===== config.mk =====
export PLATFORM = sky130hd
export DESIGN_NAME = lcd_bus_driver
export DESIGN_NICKNAME = d
export VERILOG_FILES = /design/src/rtl/lcd_pkg.sv /design/src/rtl/lcd_cmd_fifo.sv /design/src/rtl/lcd_bus_driver.sv
export SDC_FILE = /design/constraint.sdc
export NUM_CORES = 1
export LEC_CHECK = 0
export CORE_MARGIN = 2
export CORE_UTILIZATION = 45
export DETAILED_ROUTE_END_ITERATION = 16
export GPL_ROUTABILITY_DRIVEN = 1
export HOLD_SLACK_MARGIN = 0.1
export PLACE_DENSITY_LB_ADDON = 0.08
export SLEW_MARGIN = 20
export SYNTH_ARGS = -nofsm -noshare
export SYNTH_HDL_FRONTEND = slang
export SYNTH_SLANG_ARGS = --single-unit

===== constraint.sdc =====
create_clock -name clk -period 3.2 [get_ports clk]
set_input_delay 0.48 -clock clk [delete_from_list [all_inputs] [get_ports clk]]
set_output_delay 0.48 -clock clk [all_outputs]
set_load 0.02 [all_outputs]

===== src/rtl/lcd_pkg.sv =====
// Shared types, default timing and opcode constants for the HD44780-style bus driver.
package lcd_pkg;

  localparam int unsigned DEF_SETUP_CYC  = 3;
  localparam int unsigned DEF_EN_CYC     = 12;
  localparam int unsigned DEF_HOLD_CYC   = 2;
  localparam int unsigned DEF_EXEC_CYC   = 2000;
  localparam int unsigned DEF_LONG_CYC   = 82000;
  localparam int unsigned DEF_FIFO_DEPTH = 4;

  // Floor on the shared timer width so the default long wait always fits.
  localparam int unsigned MIN_CNT_W = 17;
  localparam int unsigned CMD_W     = 9;

  localparam logic [7:0] OP_CLEAR    = 8'h01;
  localparam logic [7:0] OP_HOME     = 8'h02;
  localparam logic [7:0] OP_HOME_ALT = 8'h03;

  typedef enum logic [2:0] {
    S_IDLE   = 3'd0,
    S_SETUP  = 3'd1,
    S_ENABLE = 3'd2,
    S_HOLD   = 3'd3,
    S_WAIT   = 3'd4
  } lcd_state_e;

  typedef struct packed {
    logic       rs;
    logic [7:0] data;
  } lcd_cmd_t;

  // Clear/home instructions need the long execution wait.
  function automatic logic is_long_cmd(input lcd_cmd_t cmd);
    return !cmd.rs && ((cmd.data == OP_CLEAR) || (cmd.data == OP_HOME) ||
                       (cmd.data == OP_HOME_ALT));
  endfunction

endpackage


===== src/rtl/lcd_cmd_fifo.sv =====
// Command queue: power-of-two deep synchronous FIFO with occupancy output.
module lcd_cmd_fifo
  import lcd_pkg::*;
#(
  parameter int unsigned DEPTH = DEF_FIFO_DEPTH,
  parameter int unsigned WIDTH = CMD_W
) (
  input  logic                    clk,
  input  logic                    rst,
  input  logic                    i_push,
  input  logic [WIDTH-1:0]        i_data,
  input  logic                    i_pop,
  output logic [WIDTH-1:0]        o_head_c,
  output logic [$clog2(DEPTH):0]  o_level
);

  localparam int unsigned AW = $clog2(DEPTH);
  localparam int unsigned LW = AW + 1;

  logic [WIDTH-1:0] r_mem [DEPTH];
  logic [AW-1:0]    r_wr_ptr;
  logic [AW-1:0]    r_rd_ptr;
  logic [LW-1:0]    r_level;

  // Entry storage; contents need no reset because the level gates every read.
  always_ff @(posedge clk) begin
    if (i_push) r_mem[r_wr_ptr] <= i_data;
  end

  // Pointers wrap naturally at the power-of-two depth; level tracks push minus pop.
  always_ff @(posedge clk) begin
    if (rst) begin
      r_wr_ptr <= '0;
      r_rd_ptr <= '0;
      r_level  <= '0;
    end else begin
      if (i_push) r_wr_ptr <= r_wr_ptr + AW'(1);
      if (i_pop)  r_rd_ptr <= r_rd_ptr + AW'(1);
      r_level <= r_level + LW'(i_push) - LW'(i_pop);
    end
  end

  assign o_head_c = r_mem[r_rd_ptr];
  assign o_level  = r_level;

endmodule


===== src/rtl/lcd_bus_driver.sv =====
// Queues command bytes and replays each as a timed write strobe on an HD44780-style bus.
module lcd_bus_driver
  import lcd_pkg::*;
#(
  parameter int unsigned SETUP_CYC  = DEF_SETUP_CYC,
  parameter int unsigned EN_CYC     = DEF_EN_CYC,
  parameter int unsigned HOLD_CYC   = DEF_HOLD_CYC,
  parameter int unsigned EXEC_CYC   = DEF_EXEC_CYC,
  parameter int unsigned LONG_CYC   = DEF_LONG_CYC,
  parameter int unsigned FIFO_DEPTH = DEF_FIFO_DEPTH
) (
  input  logic                         clk,
  input  logic                         rst,
  input  logic                         in_valid,
  output logic                         in_ready,
  input  logic [7:0]                   in_data,
  input  logic                         in_rs,
  output logic [7:0]                   lcd_data,
  output logic                         lcd_rs,
  output logic                         lcd_rw,
  output logic                         lcd_en,
  output logic                         busy,
  output logic [$clog2(FIFO_DEPTH):0]  fifo_level
);

  localparam int unsigned LVL_W    = $clog2(FIFO_DEPTH) + 1;
  localparam int unsigned MAX_WAIT = (LONG_CYC > EXEC_CYC) ? LONG_CYC : EXEC_CYC;
  localparam int unsigned CNT_W    = ($clog2(MAX_WAIT) > MIN_CNT_W) ? $clog2(MAX_WAIT) : MIN_CNT_W;

  lcd_state_e       r_state;
  lcd_state_e       w_state_next;
  logic [CNT_W-1:0] r_cnt;
  logic [CNT_W-1:0] w_cnt_next;
  logic             w_cnt_zero;

  lcd_cmd_t         r_bus;
  lcd_cmd_t         w_bus_next;
  lcd_cmd_t         w_head;
  logic             r_lcd_en;
  logic             w_lcd_en_next;
  logic             r_busy;
  logic             w_busy_next;
  logic             r_in_ready;
  logic             w_in_ready_next;

  logic             w_push;
  logic             w_pop;
  logic [LVL_W-1:0] w_level;
  logic [LVL_W-1:0] w_level_next;

  // Handshake uses the registered ready, so a push into a full queue cannot occur.
  assign w_push       = in_valid && r_in_ready;
  assign w_pop        = (r_state == S_IDLE) && (w_level != '0);
  assign w_level_next = w_level + LVL_W'(w_push) - LVL_W'(w_pop);
  assign w_cnt_zero   = (r_cnt == '0);

  lcd_cmd_fifo #(
    .DEPTH (FIFO_DEPTH),
    .WIDTH (CMD_W)
  ) u_fifo (
    .clk      (clk),
    .rst      (rst),
    .i_push   (w_push),
    .i_data   ({in_rs, in_data}),
    .i_pop    (w_pop),
    .o_head_c (w_head),
    .o_level  (w_level)
  );

  // State register and shared phase timer.
  always_ff @(posedge clk) begin
    if (rst) begin
      r_state <= S_IDLE;
      r_cnt   <= '0;
    end else begin
      r_state <= w_state_next;
      r_cnt   <= w_cnt_next;
    end
  end

  // Next state; the timer is loaded with N-1 on each phase entry and the phase exits at zero.
  always_comb begin
    w_state_next = r_state;
    w_cnt_next   = w_cnt_zero ? '0 : (r_cnt - CNT_W'(1));
    case (r_state)
      S_IDLE: begin
        if (w_pop) begin
          w_state_next = S_SETUP;
          w_cnt_next   = CNT_W'(SETUP_CYC - 1);
        end
      end
      S_SETUP: begin
        if (w_cnt_zero) begin
          w_state_next = S_ENABLE;
          w_cnt_next   = CNT_W'(EN_CYC - 1);
        end
      end
      S_ENABLE: begin
        if (w_cnt_zero) begin
          w_state_next = S_HOLD;
          w_cnt_next   = CNT_W'(HOLD_CYC - 1);
        end
      end
      S_HOLD: begin
        if (w_cnt_zero) begin
          w_state_next = S_WAIT;
          w_cnt_next   = is_long_cmd(r_bus) ? CNT_W'(LONG_CYC - 1) : CNT_W'(EXEC_CYC - 1);
        end
      end
      S_WAIT: begin
        if (w_cnt_zero) w_state_next = S_IDLE;
      end
      default: begin
        w_state_next = S_IDLE;
        w_cnt_next   = '0;
      end
    endcase
  end

  // Output next values; the bus only changes on a pop so it is frozen through the strobe.
  always_comb begin
    w_bus_next      = r_bus;
    if (w_pop) w_bus_next = w_head;
    w_lcd_en_next   = (w_state_next == S_ENABLE);
    w_busy_next     = (w_state_next != S_IDLE) || (w_level_next != '0);
    w_in_ready_next = (w_level_next < LVL_W'(FIFO_DEPTH));
  end

  // Registered outputs so the strobe and flags are glitch-free.
  always_ff @(posedge clk) begin
    if (rst) begin
      r_bus      <= '0;
      r_lcd_en   <= 1'b0;
      r_busy     <= 1'b0;
      r_in_ready <= 1'b0;
    end else begin
      r_bus      <= w_bus_next;
      r_lcd_en   <= w_lcd_en_next;
      r_busy     <= w_busy_next;
      r_in_ready <= w_in_ready_next;
    end
  end

  assign lcd_data   = r_bus.data;
  assign lcd_rs     = r_bus.rs;
  assign lcd_rw     = 1'b0;
  assign lcd_en     = r_lcd_en;
  assign busy       = r_busy;
  assign in_ready   = r_in_ready;
  assign fifo_level = w_level;

endmodule


**Run 1: routing congestion map**

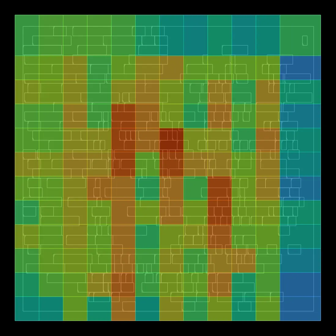
Total Routing Usage GR: 0.173
met2 Usage GRT: 0.283

**Run 1: sequential cells colored by netlist name**

Drawn at 6 px/micron. Other sequential cells in the stronger gray, the rest of the logic in the fainter gray.
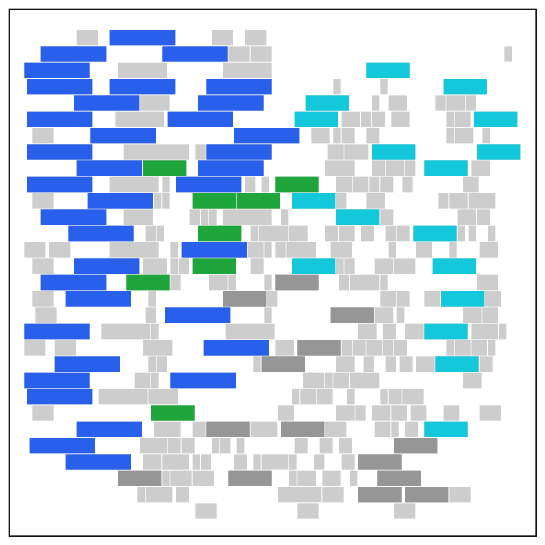
[green] lcd_data | flops: 8
[cyan] r_cnt | flops: 17
[blue] u_fifo.r_mem | flops: 36

**Run 1: logic cells by family**

Drawn at 3 px/micron.
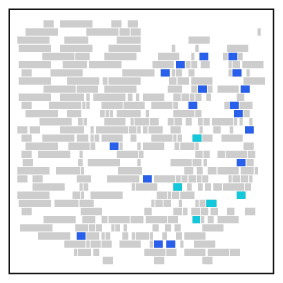
[blue] xor and xnor cells | cells: 17 | most used: xnor2_1
[cyan] non-inverting ao/oa cells | cells: 5 | most used: o31a_1
most numerous logic cell after layout: dfxtp_1
logic gate fraction of the total cell area: 0.320
final cell count without fillers: 392

==> GITHUB_STEP_SUMMARY, run 1 <==
### Yosys + OpenROAD results

| Metric | Value |
|---|---|
| Number of antenna violations at the first check in global routing | `0` |
| Clk root buf | `clkbuf_8` |
| Vias in the first global route | `1,987` |
| Ys Warns | `0` |
| Maximum fanout along the worst path | `11` |
| Worst path required time | `3.42 ns` |
| First-pass GRT wire length | `9860 microns` |
| Switching Fraction | `0.399` |
| CTS Hold Bufs | `0` |
| Comb power frac | `0.447` |
| Simple share | `0.149` |
| CP endpoint kind | `flip-flop` |
| Worst Setup Start Kind | `flip-flop` |
| Clk latency late pin | `0.34 ns` |
| Skew final | `0.00911 ns` |
| XOR-XNOR Cells, Area Fraction | `0.0474` |
| Syn Nets | `282` |
| Top cells, area | `edfxtp_1, dfxtp_1, mux4_2, ha_1, xnor2_1` |
| Worst hold path class | `flip-flop to flip-flop` |
| Routed vias | `2,055` |
| Post-route cell area | `3720 sq um` |
| Max-area cell share | `0.344` |
| Core area | `6790 sq um` |
| Final cell utilization of the core | `0.547` |
| Met3 capacity usage during global routing | `0.0377` |
| Met1 Routed Length | `2850 microns` |
| Worst Setup SP | `r_state[1]$_SDFF_PP0_` |
| Total internal power | `2.42 mW` |
| EDFF count, synth | `36` |
| Number of I/O port buffers | `26` |
| Cell Area, Synth | `3140 sq um` |
| Hold Slack | `0.501 ns` |
| Number of remaining DRC errors | `0` |
| GP Congestion | `0.769` |
| Design Power | `4.03 mW` |
| Hold path endpoint | `lcd_data[3]$_SDFFE_PP0P_` |
| Wirelength, routed | `6090 microns` |
| Setup slack, reg-to-reg | `0.72 ns` |
| R2R depth | `8` |
| Clock share of power | `0.187` |
| Relative slew slack | `0.501` |
| Wire length per cell | `15.5 microns` |
| Pleak | `1.30 nW` |
| RSZ-0062 raised after global routing | `false` |
| FF-to-FF End | `busy$_SDFF_PP0_` |
| TritonCTS clock tree | `yes` |
| Pin count of the biggest net entering global routing | `24` |
| Worst-path cell chain | `or4_1 > inv_1 > ha_1 > inv_1 > ha_1 > fa_1 > nor4_1 > a31oi_1` |
| Post-placement cell area | `3510 sq um` |
| Die width | `87.6 microns` |
| Status | `finished, final reports clean` |
| Switching power | `1.61 mW` |
| Syn Inst Count | `262` |
| Max_cap viols | `0` |
| Worst path depth | `8` |
| Tool Warnings | `29` |
| Reg clk slew, reported paths | `0.09 ns` |
| Max layer used | `met4` |
| Total CTS buffers | `9` |
| I/O pins | `28` |
| Syn Area/Cell | `12.0 sq um` |
| Hold wc startpoint | `lcd_data[3]$_SDFFE_PP0P_` |
| Placed cell count | `376` |
| Power per cell area | `1080 nW/um^2` |
| Postcts setup bufs | `0` |
| Asr flop ratio synth | `0` |
run 1: power by group through the flow:
stage | registers (mW) | logic [mW] | clock network, mW
after floorplan | 1.48 | 1.28 | 0
after global placement | 1.49 | 1.80 | 0
after detailed placement | 1.50 | 1.80 | 0
after CTS | 1.48 | 1.81 | 0.777
after global routing | 1.51 | 2.02 | 0.815
final | 1.47 | 1.80 | 0.754
run 1: final cells by class:
| class | instances | area [sq um] | area share |
|---|---|---|---|
| clock buffer | 9 | 124 | 0.0333 |
| clock inverter | 7 | 82.6 | 0.0222 |
| inverter | 9 | 33.8 | 0.00909 |
| multi-input combinational | 164 | 1190 | 0.320 |
| sequential | 75 | 1860 | 0.501 |
| tap | 96 | 120 | 0.0323 |
| timing repair buffer | 32 | 305 | 0.0822 |
run 1: cells in the mapped netlist, drive strengths merged (2+ instances only):
library cell,instances
a211oi,4
a21oi,14
a311oi,2
and3,5
buf,7
clkbuf,7
dfxtp,39
edfxtp,36
ha,7
inv,9
mux4,9
nand2,23
nand2b,3
nand3,4
nand3b,2
nand4,4
nor2,20
nor2b,3
nor3,4
nor4,9
o211ai,2
o21ai,7
o31a,2
o31ai,2
or3,3
or4,5
xnor2,10
xor2,7
run 1: worst register-to-register path: cells and delay by family, from the launching register on:
| family | cells | cell delay, ns |
|---|---|---|
| DFF | 1 | 0.41 |
| buffers and inverters | 2 | 0.15 |
| adders and majority gates | 3 | 0.82 |
| AOI/OAI and AO/OA | 1 | 0.12 |
| and+or+nand+nor | 2 | 0.85 |
run 1: flip-flops by register name, summed over array words and instances, names as in the netlist, 2 cells and up:
| signal | cells |
|---|---|
| u_fifo.o_level | 3 |
| r_cnt | 17 |
| u_fifo.r_rd_ptr | 2 |
| u_fifo.r_mem | 36 |
| r_state | 3 |
| lcd_data | 8 |
| u_fifo.r_wr_ptr | 2 |
**Run 1: zoomed window**

Region (53, 53) to (78, 78) microns. Cells in gray, sequential cells in the stronger gray; small squares are vias.
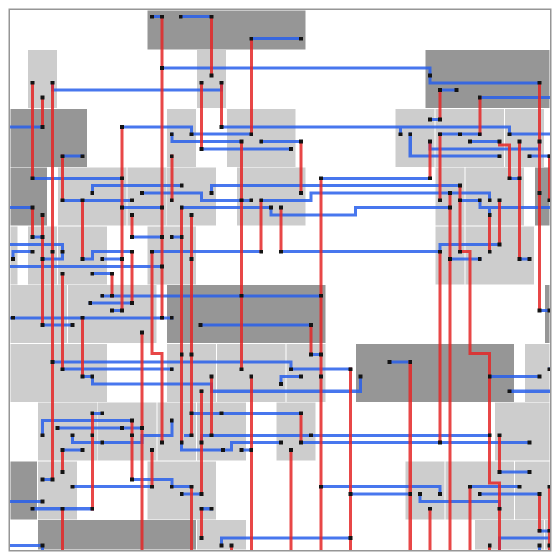

--- run 2 (diff from run 1) ---
==> constraint.sdc (replaced) <==
create_clock -name clk -period 2.5 [get_ports clk]
set_input_delay 0.375 -clock clk [delete_from_list [all_inputs] [get_ports clk]]
set_output_delay 0.375 -clock clk [all_outputs]
set_load 0.02 [all_outputs]
**Run 2: zoomed window**

Region (53, 53) to (78, 78) microns. Cells in gray, sequential cells in the stronger gray; small squares are vias.
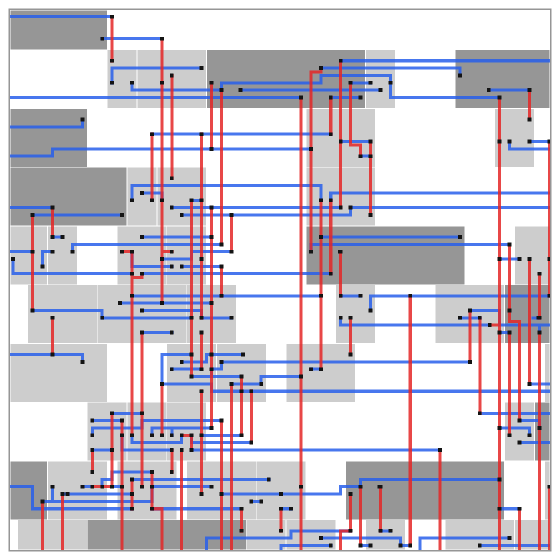
[blue] metal 1
[red] metal 2
cells with their middle in the window: 42
netlist names of flops here include: r_cnt (7)
sequential cells in the window: 7
most frequent: dfxtp_1 (7), nor2_1 (5)

==> run 2 against run 1 <==
Non-clock buffer count is 9 higher. Sequential power up 27%. Sequential cell count did not move. Worst setup slack worse by 0.55 ns. Combinational power up 41%. Global-route usage rose by 0.72 points. Largest cell class unchanged. Highest routed layer unchanged.
==> GITHUB_STEP_SUMMARY, run 2 <==
### Yosys + OpenROAD results

| Metric | Value |
|---|---|
| Status | `finished, final reports clean` |
| Pin count of the biggest net entering global routing | `23` |
| Final cell utilization of the core | `0.560` |
| Number of antenna violations at the first check in global routing | `0` |
| Top cells, area | `edfxtp_1, dfxtp_1, mux4_2, ha_1, xnor2_1` |
| CP endpoint kind | `flip-flop` |
| Syn Nets | `282` |
| GP Congestion | `0.748` |
| Post-placement cell area | `3590 sq um` |
| I/O pins | `28` |
| Postcts setup bufs | `0` |
| Max-area cell share | `0.344` |
| Worst hold path class | `flip-flop to flip-flop` |
| Relative slew slack | `0.548` |
| Die width | `87.6 microns` |
| Final cell count without fillers | `401` |
| Power per cell area | `1410 nW/um^2` |
| Number of I/O port buffers | `26` |
| Core area | `6790 sq um` |
| Post-route cell area | `3810 sq um` |
| Worst path required time | `2.72 ns` |
| Flop area | `1870 sq um` |
| Gate Area | `1200 sq um` |
| Reg with most FFs | `u_fifo.r_mem` |
| Synth top cells by count | `dfxtp_1, edfxtp_1, nand2_1` |
| Count leader, synth | `dfxtp_1` |
| CTS Hold Bufs | `0` |
| Total CTS buffers | `9` |
| Placed cell count | `385` |
| Design Power | `5.36 mW` |
| Skew final | `0.0117 ns` |
| First-pass GRT wire length | `10,200 microns` |
| Worst Setup Start Kind | `flip-flop` |
| Routed vias | `2,087` |
| Pleak | `1.35 nW` |
| Ys Warns | `0` |
| Clk latency late pin | `0.35 ns` |
| Syn Inst Count | `262` |
| Number of remaining DRC errors | `0` |
| EDFF count, synth | `36` |
| TritonCTS clock tree | `yes` |
-- run 2: area by class of cell --
type,count,area share
clock buffers,9,0.0325
clock inverters,7,0.0220
multi-input cells,164,0.316
inverters,9,0.00953
well taps,96,0.0316
repair buffers,41,0.0980
flip-flops and latches,75,0.490
-- run 2: critical path, stage by stage (launching register included) --
cell     delay, ns
dfxtp_2       0.37
nor3_2        0.06
or4_4         0.44
inv_4         0.07
ha_1          0.22
inv_1         0.06
ha_1          0.15
fa_1          0.44
nor4_2        0.28
a31oi_1       0.11
-- run 2: cells by family after synthesis --
kind of cell    after synthesis
simple gates                 89
mux                           9
compound gates               40
other cells                   1
xor+xnor                     17
fa+ha+maj                     8
buf+inv                      23
flops                        75
-- run 2: final timing paths --
kind | from | endpoint | slack [ns] | cells after the start
min reg2reg | lcd_data[5]$_SDFFE_PP0P_ | lcd_data[5]$_SDFFE_PP0P_ | 0.47 | 2
max reg2reg | u_fifo.o_level[1]$_SDFF_PP0_ | busy$_SDFF_PP0_ | 0.18 | 9
min | lcd_data[5]$_SDFFE_PP0P_ | lcd_data[5]$_SDFFE_PP0P_ | 0.47 | 2
max | u_fifo.o_level[1]$_SDFF_PP0_ | busy$_SDFF_PP0_ | 0.18 | 9
-- run 2: power by group --
part           leakage [nW]  total (mW)  internal (mW)  switching, mW
registers             0.646        1.86           1.57          0.286
clock network         0.102       0.971          0.479          0.492
logic                 0.602        2.53           1.17           1.35
-- run 2: layer usage --
metal  GRT usage  vias up  routed length [microns]
met4      0.0755        0                       32
met3      0.0396        2                      207
met5           0        -                        0
met1       0.236     1015                     2880
met2       0.292       28                     3060
li1            -     1042                        -
-- run 2: timing repair --
action	4_1_cts	5_1_grt
setup endpoints to repair	0	1
hold endpoints to repair	0	0
resized	0	2
**Run 2: the metal 1 layer**

Drawn at 3 px/micron.
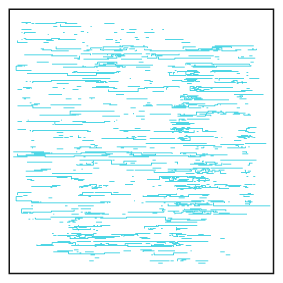

--- run 3 (diff from run 2) ---
--- a/config.mk
+++ b/config.mk
@@ -7,6 +7,7 @@
 export LEC_CHECK = 0
 export CORE_MARGIN = 2
 export CORE_UTILIZATION = 45
+export CTS_BUF_LIST = sky130_fd_sc_hd__clkbuf_8
 export DETAILED_ROUTE_END_ITERATION = 16
 export GPL_ROUTABILITY_DRIVEN = 1
 export HOLD_SLACK_MARGIN = 0.1
==> constraint.sdc (replaced) <==
create_clock -name clk -period 2.5 [get_ports clk]
set_input_delay 0.5 -clock clk [delete_from_list [all_inputs] [get_ports clk]]
set_output_delay 0.5 -clock clk [all_outputs]
set_load 0.02 [all_outputs]
**Run 3: the metal 1 layer**

Drawn at 3 px/micron.
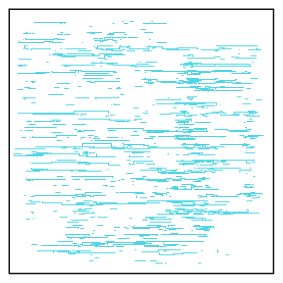
longest straight run: 20.2 microns
wire length on this layer: 2,720 microns
main direction: horizontal
share of all routed wire: 46%
nets with wire on the layer: 298

==> run 3 against run 2 <==
Die area unchanged. Critical path depth decreased by 1. Non-clock buffer count unchanged. Worst setup slack got worse by 0.0011 ns. Total power decreased by 0.96%. Critical path type unchanged. Largest power group unchanged.
==> GITHUB_STEP_SUMMARY, run 3 <==
### Yosys + OpenROAD results

| Metric | Value |
|---|---|
| Clk root buf | `clkbuf_8` |
| Hold path endpoint | `lcd_data[5]$_SDFFE_PP0P_` |
| Syn Inst Count | `262` |
| WL met3 | `145 microns` |
| Pin count of the biggest net entering global routing | `23` |
| Status | `finished, final reports clean` |
| Final cell utilization of the core | `0.559` |
| Cell Area, Synth | `3140 sq um` |
| GP Congestion | `0.758` |
| Tool Warnings | `29` |
| Max_cap viols | `0` |
| Met1 Usage GRT | `0.212` |
| Die width | `87.6 microns` |
| Worst hold path class | `flip-flop to flip-flop` |
| GR peak layer | `met2` |
| Met2 Usage GRT | `0.282` |
| Total Routing Usage GR | `0.167` |
| Count leader, synth | `dfxtp_1` |
| TritonCTS clock tree | `yes` |
| Placed cell count | `385` |
| Asr flop ratio synth | `0` |
| Number of antenna violations at the first check in global routing | `0` |
| Maximum fanout along the worst path | `2` |
| Post-placement cell area | `3590 sq um` |
| DR WL met2 | `2910 microns` |
| Clk latency late pin | `0.34 ns` |
| Setup slack, reg-to-reg | `0.18 ns` |
| Postcts setup bufs | `0` |
| Reg clk slew, reported paths | `0.09 ns` |
| Max-area cell share | `0.344` |
| Worst-path cell chain | `or4_4 > inv_4 > ha_1 > inv_1 > ha_1 > fa_1 > nor4_1 > a31oi_1` |
| R2R depth | `8` |
| Worst reg2reg startpoint | `r_state[2]$_SDFF_PP0_` |
| Hold Slack | `0.481 ns` |
| Hold depth | `2` |
| Vias in the first global route | `1,978` |
| Number of remaining DRC errors | `0` |
| Wirelength, routed | `5890 microns` |
| Relative slew slack | `0.554` |
| Worst path required time | `2.72 ns` |
| I/O pins | `28` |
| Ys Warns | `0` |
-- run 3: how the worst max path moves through the flow --
stage | endpoint | cells past startpoint | startpoint | slack (ns)
floorplan | busy$_SDFF_PP0_ | 10 | r_state[0]$_SDFF_PP0_ | 0.02
global placement | busy$_SDFF_PP0_ | 9 | in_valid | -0.02
detailed placement | busy$_SDFF_PP0_ | 9 | in_valid | -0.08
CTS | busy$_SDFF_PP0_ | 10 | u_fifo.o_level[2]$_SDFF_PP0_ | 0.14
global route | busy$_SDFF_PP0_ | 10 | u_fifo.o_level[1]$_SDFF_PP0_ | 0.05
finish | busy$_SDFF_PP0_ | 8 | r_state[2]$_SDFF_PP0_ | 0.18
-- run 3: kinds of logic (layout without fill, tap and decap cells) --
kind of cell             after synthesis  in the layout  share of synthesized area
AND-OR/OR-AND                         40             40                     0.0816
adder cells (fa/ha/maj)                8              8                     0.0342
buffers and inverters                 23             66                     0.0295
flip-flops                            75             75                      0.592
other                                  1              1                    0.00119
XOR/XNOR                              17             17                     0.0474
AND/OR/NAND/NOR                       89             89                      0.149
multiplexers                           9              9                     0.0645
-- run 3: area by class of cell --
| class | instances | area, sq um |
|---|---|---|
| Fill cell | 585 | 2990 |
| Sequential cell | 75 | 1870 |
| Multi-Input combinational cell | 164 | 1200 |
| Timing Repair Buffer | 41 | 373 |
| Clock buffer | 9 | 124 |
| Tap cell | 96 | 120 |
| Clock inverter | 7 | 83.8 |
| Inverter | 9 | 36.3 |
-- run 3: report_power, final --
group / internal [mW] / switching, mW / leakage, nW
logic: 1.16 / 1.32 / 0.601
registers: 1.57 / 0.279 / 0.646
clock network: 0.478 / 0.491 / 0.102
total: 3.21 / 2.09 / 1.35
Power is estimated from default activity; no workload was simulated.
